**Run 1: signal wires on met1**

Supply wires on this layer in grey.
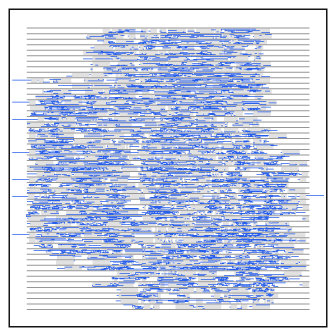
**Run 1: routed clock nets over the placement**

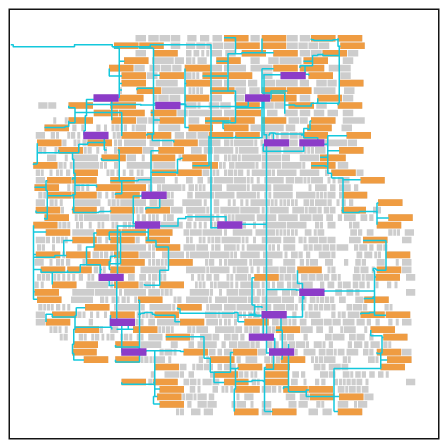
**Run 1: placement by cell class**

Bar = 50 microns.
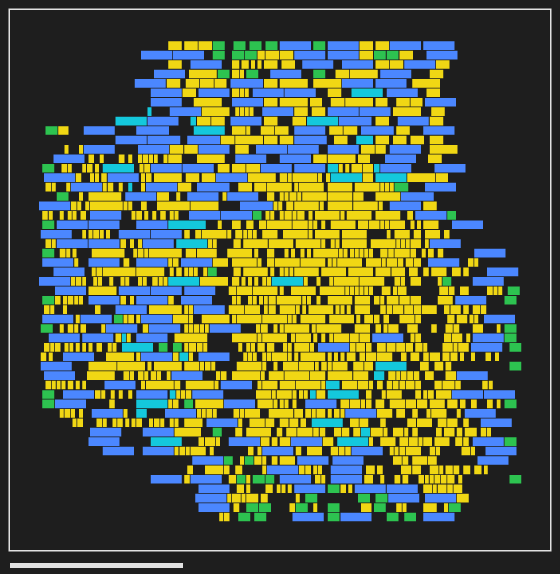
$ cat src/rtl/fir_tdm_controller.sv
// Time-multiplexed 8-tap FIR sequencer: circular sample history, one shared signed MAC
// walking the taps, a config-writable coefficient bank and valid/ready ports on both sides.
module fir_tdm_controller #(
  parameter int unsigned TAPS = 8,
  parameter int unsigned DW   = 8,
  parameter int unsigned CW   = 8,
  parameter int unsigned OW   = 20
) (
  input  logic                     clk,
  input  logic                     rst,
  input  logic                     s_valid,
  output logic                     s_ready,
  input  logic [DW-1:0]            s_data,
  input  logic                     flush,
  input  logic                     coef_we,
  input  logic [$clog2(TAPS)-1:0]  coef_addr,
  input  logic [CW-1:0]            coef_data,
  output logic                     m_valid,
  input  logic                     m_ready,
  output logic [OW-1:0]            m_data,
  output logic                     busy
);

  localparam int unsigned AW = $clog2(TAPS);
  localparam int unsigned PW = DW + CW;

  typedef enum logic [1:0] {
    ST_IDLE = 2'd0,
    ST_MAC  = 2'd1,
    ST_OUT  = 2'd2
  } state_e;

  // Team default impulse response, tap 0 pairs with the newest sample.
  function automatic logic [CW-1:0] default_coef(input int k);
    case (k)
      0:       return CW'(2);
      1:       return CW'(4);
      2:       return CW'(6);
      3:       return CW'(8);
      4:       return CW'(6);
      5:       return CW'(4);
      6:       return CW'(2);
      7:       return CW'(1);
      default: return '0;
    endcase
  endfunction

  state_e state_q, state_d;

  logic [DW-1:0] hist_q [TAPS];
  logic [DW-1:0] hist_d [TAPS];
  logic [CW-1:0] coef_q [TAPS];
  logic [CW-1:0] coef_d [TAPS];

  logic [AW-1:0] wr_ptr_q, wr_ptr_d;
  logic [AW-1:0] newest_q, newest_d;
  logic [AW-1:0] k_q, k_d;
  logic [OW-1:0] acc_q, acc_d;
  logic [OW-1:0] m_data_q, m_data_d;
  logic          m_valid_q, m_valid_d;

  logic          accept_c;
  logic          flush_c;
  logic          coef_wr_c;
  logic          mac_c;
  logic          last_tap_c;
  logic          drain_c;

  logic [AW-1:0]        rd_idx_c;
  logic signed [PW-1:0] prod_c;
  logic [OW-1:0]        prod_ext_c;
  logic [OW-1:0]        acc_sum_c;

  // State register
  always_ff @(posedge clk or posedge rst) begin
    if (rst) begin
      state_q <= ST_IDLE;
    end else begin
      state_q <= state_d;
    end
  end

  // Next-state logic
  always_comb begin
    state_d = state_q;
    case (state_q)
      ST_IDLE: if (accept_c)   state_d = ST_MAC;
      ST_MAC:  if (last_tap_c) state_d = ST_OUT;
      ST_OUT:  if (drain_c)    state_d = ST_IDLE;
      default:                 state_d = ST_IDLE;
    endcase
  end

  // Output / control decode; flush blocks acceptance in the same cycle
  always_comb begin
    s_ready    = 1'b0;
    busy       = 1'b1;
    accept_c   = 1'b0;
    flush_c    = 1'b0;
    coef_wr_c  = 1'b0;
    mac_c      = 1'b0;
    last_tap_c = 1'b0;
    drain_c    = 1'b0;
    busy       = (state_q != ST_IDLE);
    s_ready    = (state_q == ST_IDLE) && !flush;
    accept_c   = s_ready && s_valid;
    flush_c    = (state_q == ST_IDLE) && flush;
    coef_wr_c  = (state_q == ST_IDLE) && coef_we;
    mac_c      = (state_q == ST_MAC);
    last_tap_c = mac_c && (k_q == AW'(TAPS - 1));
    drain_c    = (state_q == ST_OUT) && m_valid_q && m_ready;
  end

  // Shared multiplier: newest sample minus k, wrapping around the circular history
  always_comb begin
    rd_idx_c   = newest_q - k_q;
    prod_c     = $signed(hist_q[rd_idx_c]) * $signed(coef_q[k_q]);
    prod_ext_c = {{(OW - PW){prod_c[PW-1]}}, prod_c};
    acc_sum_c  = acc_q + prod_ext_c;
  end

  // Datapath next-state; a coefficient write lands before the accepted sample's MAC
  always_comb begin
    hist_d    = hist_q;
    coef_d    = coef_q;
    wr_ptr_d  = wr_ptr_q;
    newest_d  = newest_q;
    k_d       = k_q;
    acc_d     = acc_q;
    m_data_d  = m_data_q;
    m_valid_d = m_valid_q;

    if (coef_wr_c) begin
      coef_d[coef_addr] = coef_data;
    end

    if (flush_c) begin
      for (int i = 0; i < int'(TAPS); i++) begin
        hist_d[i] = '0;
      end
      wr_ptr_d = '0;
    end

    if (accept_c) begin
      hist_d[wr_ptr_q] = s_data;
      newest_d         = wr_ptr_q;
      wr_ptr_d         = wr_ptr_q + AW'(1);
      acc_d            = '0;
      k_d              = '0;
    end

    if (mac_c) begin
      acc_d = acc_sum_c;
      k_d   = k_q + AW'(1);
      if (last_tap_c) begin
        m_data_d  = acc_sum_c;
        m_valid_d = 1'b1;
      end
    end

    if (drain_c) begin
      m_valid_d = 1'b0;
    end
  end

  // Datapath registers
  always_ff @(posedge clk or posedge rst) begin
    if (rst) begin
      for (int i = 0; i < int'(TAPS); i++) begin
        hist_q[i] <= '0;
        coef_q[i] <= default_coef(i);
      end
      wr_ptr_q  <= '0;
      newest_q  <= '0;
      k_q       <= '0;
      acc_q     <= '0;
      m_data_q  <= '0;
      m_valid_q <= 1'b0;
    end else begin
      hist_q    <= hist_d;
      coef_q    <= coef_d;
      wr_ptr_q  <= wr_ptr_d;
      newest_q  <= newest_d;
      k_q       <= k_d;
      acc_q     <= acc_d;
      m_data_q  <= m_data_d;
      m_valid_q <= m_valid_d;
    end
  end

  assign m_valid = m_valid_q;
  assign m_data  = m_data_q;

endmodule

$ cat config.mk
export PLATFORM = sky130hd
export DESIGN_NAME = fir_tdm_controller
export DESIGN_NICKNAME = d
export VERILOG_FILES = /design/src/rtl/fir_tdm_controller.sv
export SDC_FILE = /design/constraint.sdc
export NUM_CORES = 1
export LEC_CHECK = 0
export CAP_MARGIN = 20
export CORE_MARGIN = 8
export CORE_UTILIZATION = 60
export CTS_CLUSTER_DIAMETER = 30
export DETAILED_ROUTE_END_ITERATION = 7
export PLACE_DENSITY = 0.82
export SLEW_MARGIN = 20
export SYNTH_ARGS = -nofsm -noshare
export SYNTH_HDL_FRONTEND = slang
export SYNTH_SLANG_ARGS = --single-unit
$ cat constraint.sdc
create_clock -name clk -period 10.5 [get_ports clk]
set_input_delay 1.575 -clock clk [delete_from_list [all_inputs] [get_ports clk]]
set_output_delay 1.575 -clock clk [all_outputs]
set_load 0.05 [all_outputs]
==> run_results.csv, run 1 <==
group,metric,value,unit
outcome,status,"finished, final reports clean",
final_timing,slew_violations,0,
synthesis,edf_count,0,
global_routing,antenna_found_initial,0,
worst_setup_path,crit_fanout,20,
synthesis,synth.top_cells.by_count,"nand2_1, dfrtp_1, inv_1, o21ai_0",
clock_tree,worstSkewPairLatency,0.44,ns
final_timing,fin_setup_tns,0,ns
final_timing,rsz0062_at_grt,"false",
placement,portBuffers,47,
die,io_pins,48,
synthesis,synth.most_common_cell,"nand2_1",
synthesis,synthCells,1141,
min_path,hp-class,"reg2reg",
min_path,hold_path.startpoint,"m_data[13]",
synthesis,top_area_share,36.3,%
placement,dp_slack,1.55,ns
min_path,min_to,"m_data[13]",
clock_tree,clkSlewWorstSetupHoldPaths,0.07,ns
final_timing,fmax,111,MHz
die,chipWidth,156,microns
synthesis,top_area_cell,"dfrtp_1",
synthesis,synthArstFlopShare,100,%
worst_setup_path,end_kind,"flip-flop",
detailed_routing,drt_wl_total,26.1,mm
worst_setup_path,start_kind,"flip-flop",
final_timing,timing.hold.ws,0.476,ns
detailed_routing,vias_per_cell,5.82,
detailed_routing,drt-wirelength-per-cell,18.0,microns
final_timing,setup_slack,1.53,ns
synthesis,yosys_cells,1141,
worst_setup_path,critPathKind,"reg2reg",
placement,gp_congestion,0.877,
clock_tree,cts-root-buf,"clkbuf_16",
worst_setup_path,critPathMaxStageDelay,0.62,ns
synthesis,synth_top_flop_cell,"dfrtp_1",
global_routing,grt_overflow_total,0,
clock_tree,cts_tree,"yes",
clock_tree,clock_path_buffers,2,
clock_tree,htree_levels,4,
final_timing,worst_pin_slew,1.11,ns
global_routing,grt_max_degree,97,
synthesis,synth_seq_share,38.5,%
die,fp-utilization,60.7,%
global_routing,grt_usage,22.6,%
final_layout,antenna_cells,0,
job,warnings,28,
worst_setup_path,cp_num_buf_inv,7,
worst_setup_path,reg2reg_slack,1.53,ns
die,dieHeight,156,microns
detailed_routing,drc_errors,0,
final_layout,area_growth,10.7,%
clock_tree,postCtsSetupRepairBufs,0,
synthesis,syn-num-nets,1277,
worst_setup_path,rr_startpoint,"k_q[0]",
final_layout,fillers,1390,
clock_tree,cts_hold_buf,0,
worst_setup_path,r2r-end,"m_data[19]",
placement,dp_hpwl,18.2,mm
About 'signal wires on met1':
- wire length on this layer: 10900 microns
- longest straight run: 40.0 microns
- share of all routed wire: 42%
- nets with wire on the layer: 1227

About 'routed clock nets over the placement':
- purple: clock-net drivers (count 17)
- cyan: clock wires (length 2140 microns)
- orange: flip-flops (count 180)
- routed clock nets: 18
- flops lie: widely spread
final setup skew: 0.0116 ns

About 'placement by cell class':
- blue: registers (cells 180)
- yellow: remaining logic cells (cells 909)
- green: remaining buffers and delay cells (cells 61)
- cyan: clock drivers and dummy loads (cells 32)
Cell Rows: 51
core area: 0.0193 sq mm
Seq area share: 34.8%
post-route cell area: 0.0130 sq mm
Layout Utilization: 67.1%

-- run 1: per-layer routing --
layer / up-vias / share of wire (%) / track usage (%)
met5: - / 0 / 0
met4: 0 / 2.8 / 9.84
met3: 50 / 5.1 / 3.85
met2: 278 / 50 / 37.5
met1: 4155 / 42 / 28.8
li1: 3935 / - / -
-- run 1: state kept, by name (all words and copies together) (netlist names) --
signal,cells
m_valid,1
acc_q,20
newest_q,3
m_data,20
coef_q,64
k_q,3
wr_ptr_q,3
state_q,2
hist_q,64
-- run 1: area by class of cell --
| cell class | instances | area [sq um] | share of cell area, % |
|---|---|---|---|
| repair buffers | 61 | 579 | 4.46 |
| inverters | 98 | 373 | 2.87 |
| well taps | 265 | 332 | 2.55 |
| clock buffers | 21 | 450 | 3.47 |
| multi-input cells | 811 | 6630 | 51.1 |
| flip-flops and latches | 180 | 4520 | 34.8 |
| clock inverters | 11 | 103 | 0.790 |
-- run 1: cell usage in the layout (no fill, tap or decap), types with 13 or more instances in the layout --
cell and instances:
fa_1 58, xnor2_1 19, o21ai_0 94, a21oi_1 27, inv_1 97, nand2_1 197, mux4_2 24, nor2_1 65
nand3_1 27, clkdlybuf4s50_1 47, nor3_1 15, mux2_2 65, dfrtp_1 170, buf_4 13, clkbuf_16 17, ha_1 53
-- run 1: worst max path at each step --
| stage | startpoint | to | slack [ns] | cells after the start |
|---|---|---|---|---|
| final | k_q[0] | m_data[19] | 1.53 | 32 |
| after detailed placement | k_q[0] | m_data[19] | 1.55 | 32 |
| after global routing | k_q[0] | m_data[19] | 0.94 | 31 |
| after global placement | k_q[0] | m_data[19] | 1.74 | 32 |
| after floorplan | k_q[1] | m_data[19] | 2.16 | 32 |
| after CTS | k_q[0] | m_data[19] | 1.50 | 32 |
-- run 1: through the flow --
| stage | cells | area (sq um) |
|---|---|---|
| floorplan | 1141 | 11700 |
| global placement | 1415 | 12400 |
| detailed placement | 1415 | 12400 |
| finish | 1447 | 13000 |
| global route | 1447 | 13000 |
| CTS | 1447 | 13000 |
-- run 1: logic make-up after synthesis --
| family | after synthesis | synth area share (%) |
|---|---|---|
| adder cells (fa/ha/maj) | 111 | 15.6 |
| flip-flops | 180 | 38.5 |
| buffers and inverters | 150 | 5.27 |
| XOR/XNOR | 27 | 2.08 |
| AND/OR/NAND/NOR | 370 | 14.0 |
| AND-OR/OR-AND | 188 | 9.71 |
| multiplexers | 115 | 14.9 |
-- run 1: worst register-to-register path, delay by kind of cell, from the launching register on --
kind / cells / cell delay [ns]
DFF: 1 / 0.32
and+or+nand+nor: 4 / 0.74
AOI/OAI and AO/OA: 9 / 2.09
buffers and inverters: 7 / 0.90
adders and majority gates: 8 / 3.28
xor gates and xnor gates: 2 / 0.66
muxes: 2 / 0.89
**Run 1: cell sizes after repair**

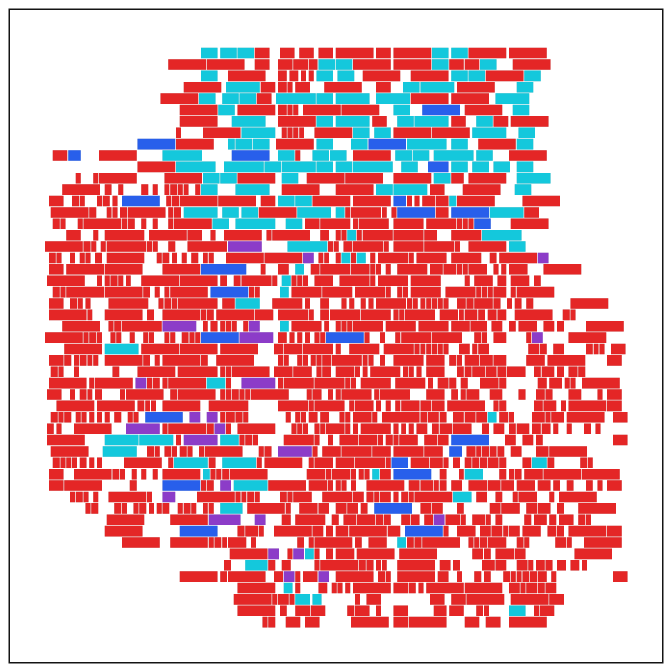

==> run 2: changes to the inputs <==
--- a/config.mk
+++ b/config.mk
@@ -10,7 +10,7 @@
 export CORE_UTILIZATION = 60
 export CTS_CLUSTER_DIAMETER = 30
 export DETAILED_ROUTE_END_ITERATION = 7
-export PLACE_DENSITY = 0.82
+export PLACE_DENSITY_LB_ADDON = 0.05
 export SLEW_MARGIN = 20
 export SYNTH_ARGS = -nofsm -noshare
 export SYNTH_HDL_FRONTEND = slang
**Run 2: cell sizes after repair**

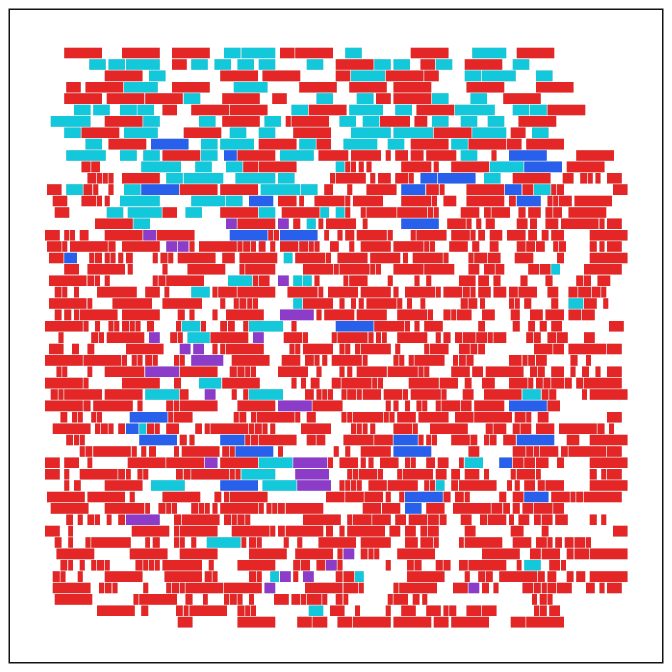
- blue: x6 and larger (cells 30; share 2.5%; most used clkbuf_16)
- purple: x3 and x4 (cells 26; share 2.2%; most used buf_4)
- red: x1 and smaller (cells 1007; share 85%; most used nand2_1)
- cyan: x2 (cells 121; share 10%; most used mux2_2)
area growth from synthesis to layout: 11.2%
post-route cell area: 0.0130 sq mm
PnR worst setup slack: 1.71 ns
Non-clk bufs: 63

**Run 2: signal wires on met1**

Supply wires on this layer in grey.
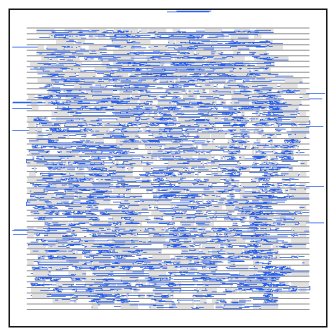
DRT Wirelength: 26.6 mm
DR vias: 8309
GR Util met1: 30.3%

==> run 2 against run 1 <==
Net effect:
- synthesized cell count did not move
- via count shrank 1.3%
- non-clock buffer count is 2 higher
- hold slack hardly changed
- sequential share of layout area fell by 0.16 points
- sequential cell count did not move
- register-to-register slack better by 0.18 ns
- synthesized area stayed put
- critical path depth decreased by 2
==> run_results.csv, run 2 <==
group,metric,value,unit
placement,dpl.cell_count,1417,
synthesis,top_area_share,36.3,%
worst_setup_path,critPathMaxStageDelay,0.72,ns
synthesis,synthCells,1141,
worst_setup_path,start_kind,"flip-flop",
min_path,hp-class,"reg2reg",
final_timing,worst_pin_slew,1.13,ns
final_layout,antenna_cells,0,
global_routing,antenna_found_initial,0,
final_layout,lay_top_cells,"nand2_1, dfrtp_1, inv_1",
detailed_routing,drt-wirelength-per-cell,18.4,microns
clock_tree,cts-root-buf,"clkbuf_16",
worst_setup_path,critPathKind,"reg2reg",
synthesis,synth_seq_share,38.5,%
global_routing,grt_usage,23.5,%
detailed_routing,drc_errors,0,
die,dieHeight,156,microns
final_layout,lay_top_count,"nand2_1",
outcome,status,"finished, final reports clean",
synthesis,edf_count,0,
clock_tree,cts_hold_buf,0,
final_timing,fin_skew,0.0169,ns
die,fp-utilization,60.7,%
placement,place_area,0.0124,sq mm
placement,gp_congestion,0.852,
synthesis,top_area_cell,"dfrtp_1",
placement,dp_slack,1.74,ns
synthesis,synth_top_flop_cell,"dfrtp_1",
worst_setup_path,end_kind,"flip-flop",
final_layout,finish.utilization,67.4,%
synthesis,synth.most_common_cell,"nand2_1",
clock_tree,clkSlewWorstSetupHoldPaths,0.08,ns
clock_tree,clock_path_buffers,2,
die,io_pins,48,
worst_setup_path,crit_fanout,12,
synthesis,yosys_cells,1141,
job,warnings,28,
run 2: cell types whose count changed in the layout (fill, tap and decap cells not counted), sizes merged:
| cell | previous run | this run |
|---|---|---|
| buf | 14 | 16 |
| clkinv | 5 | 8 |
| clkinvlp | 2 | 0 |
| clkbuf | 21 | 17 |
| inv | 101 | 105 |
| bufinv | 1 | 0 |
run 2: cells by family (layout without fill, tap and decap cells):
logic type      count (synthesis)  count (layout)  share of synthesized area, %
simple gates                  370             370                          14.0
compound gates                188             188                          9.71
flops                         180             180                          38.5
buf+inv                       150             193                          5.27
mux                           115             115                          14.9
fa+ha+maj                     111             111                          15.6
xor+xnor                       27              27                          2.08
run 2: cell type report:
| cell class | count | area (sq um) | share of cell area, % |
|---|---|---|---|
| Multi-Input combinational cell | 811 | 6620 | 50.8 |
| Tap cell | 265 | 332 | 2.54 |
| Clock inverter | 15 | 180 | 1.38 |
| Inverter | 98 | 373 | 2.86 |
| Clock buffer | 17 | 425 | 3.26 |
| Sequential cell | 180 | 4520 | 34.6 |
| Timing Repair Buffer | 63 | 591 | 4.53 |
run 2: layer usage:
metal	GRT usage (%)	vias to the layer above	wire length [microns]
li1	-	3952	-
met1	30.3	4148	11600
met2	40.8	180	13600
met3	3.57	29	1020
met4	6.24	0	376
met5	0	-	0
run 2: critical path: cells and delay by family, from the launching register on:
family	cells	cell delay (ns)
adders and majority gates	8	3.12
AOI/OAI and AO/OA	9	2.06
muxes	2	1.03
and+or+nand+nor	4	0.94
xor gates and xnor gates	2	0.90
DFF	1	0.36
buffers and inverters	5	0.29
run 2: final timing paths:
path                             startpoint  cells after the start          to  slack (ns)
worst max register to register  newest_q[0]                     30  m_data[19]        1.71
min in group asynchronous               rst                      2  coef_q[39]        1.61
worst max-delay path            newest_q[0]                     30  m_data[19]        1.71
worst min register to register    m_data[9]                      2   m_data[9]        0.48
max in group asynchronous               rst                      4  m_data[11]        7.06
worst min-delay path              m_data[9]                      2   m_data[9]        0.48
